==> config.mk <==
export PLATFORM = sky130hd
export DESIGN_NAME = alu_op_decoder
export DESIGN_NICKNAME = d
export VERILOG_FILES = /design/src/rtl/alu_op_decoder.sv
export SDC_FILE = /design/constraint.sdc
export NUM_CORES = 1
export LEC_CHECK = 0
export CORE_ASPECT_RATIO = 0.6
export CORE_UTILIZATION = 48
export DETAILED_ROUTE_END_ITERATION = 10
export PLACE_DENSITY = 0.8
export SLEW_MARGIN = 40
export SYNTH_ARGS = -nofsm -noshare
export SYNTH_HDL_FRONTEND = slang
export SYNTH_SLANG_ARGS = --single-unit
==> constraint.sdc <==
create_clock -name clk -period 2.2 [get_ports clk]
set_input_delay 0.22 -clock clk [delete_from_list [all_inputs] [get_ports clk]]
set_output_delay 0.22 -clock clk [all_outputs]
set_load 0.02 [all_outputs]
Fig. 1: gate-type map
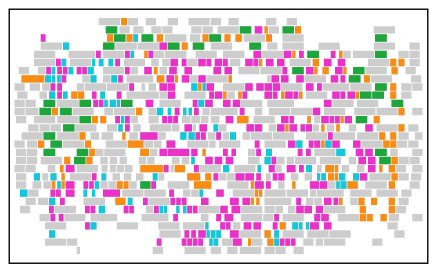
NAND gates: in cyan, cells 79, where widely spread. multiplexers: in green, cells 36. inverting AOI/OAI gates: in magenta, cells 218. NOR gates: in orange, cells 107.
Finished Layout Cells: 894
logic share of the area: 41.9%
dominant logic cell type in the layout: dfxtp_1

Fig. 2: metal 2
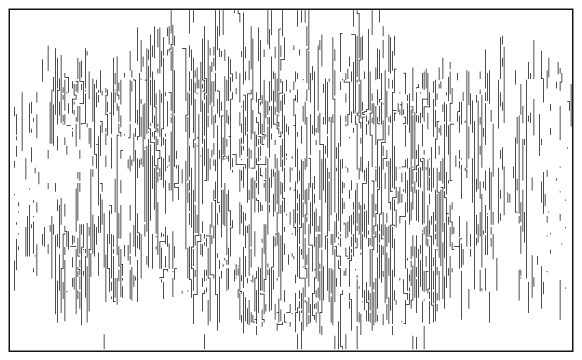
The layer holds 43% of the routed length. The layer carries 7440 um of wire. 682 nets have wire on it. The wires run mostly vertical. The longest straight run is 49.0 um.
GR Layer Usage met2: 44.2%
total wire length: 17.4 mm
vias: 5608

Fig. 3: the clock network
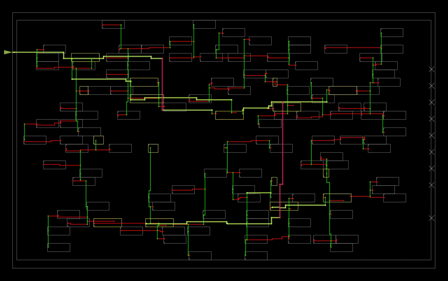
Setup Skew: 0.00543 ns
clock buffer count: 10
power in the clock group: 1630 uW
CTS buffer count: 9

Fig. 4: placed cells, one colour a class
Scale bar: 50 um. Fill, decap, tap and diode cells in grey.
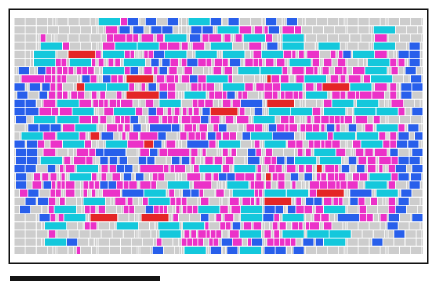
clock drivers and dummy loads: in red, cells 16, share of their area 4.2%. all other logic: in magenta, cells 466, share of their area 43%. flip-flops: in cyan, cells 106, share of their area 30%. other buffers and delay cells: in blue, cells 167, share of their area 23%.
post-layout util: 67.1%
site row count: 29

Fig. 5: sizing map
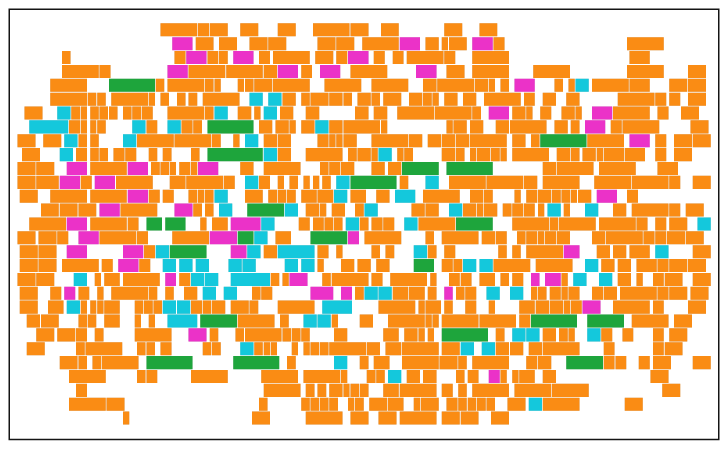
drive 6 and up: in green, cells 22, share 2.9%. drive 3 to 4: in cyan, cells 76, share 10%. drive 2: in magenta, cells 45, share 6.0%. drive 1 or less: in orange, cells 612, share 81%.
number of non-clock buffers: 167
final worst setup slack: 0.0413 ns
fin area: 7210 um^2

==> run notes <==
flow finished, numbers: clock root buffer clkbuf_16, FFs & Latches 106, die width 139 um, final-report setup violation count 0, Hold Path Depth 3, Clock Power Share 42.3%, GR Util met3 8.61%, FP Util 50.2%, metal2 WL 7.44 mm, yosys xor share 0%, Yosys top cell by area dfxtp_1, status complete, but fails checks, area of the multi-input gates 3020 um^2, yosys simple share 20.3%, initial antenna violation count 0, Top FF cell, synth dfxtp_1, top cells by area, synth dfxtp_1 (39%), a211oi_1 (6.7%), a21oi_1 (6.5%), P per Cell Area 535 nW/um^2, CP required 2.50 ns, DR iter-0 viols 649, main logic family after synthesis AND-OR/OR-AND gates, CP dominant cell by count buf_4, drt pass-1 iters 10, Most Crowded Layer GR met2, chip area 11700 um^2, # Taps 139, hold slack 0.429 ns, post-CTS sizing 0, Post-Synth Adder-Cell Area 0%, Insertion Delay late pin 0.36 ns, failing checks DRC, inverters 3, Fillers 861, Leakage 0.00249 uW, Overflow after GRT 0, combinational gates 463, Synth Area per Inst 8.43 um^2, CTS tree done, Crit-path slowest cell clkdlybuf4s50_1, H-tree levels 3, placed inst area 6850 um^2, DRC Markers 9, Top Ports 91, Die H 84.1 um, Top Layout Cells dfxtp_1 (106), clkdlybuf4s50_1 (87), a21oi_1 (70), buf_4 (69), nor2b_1 (53)
No activity file was given, so power comes from the tool's default toggle rates.
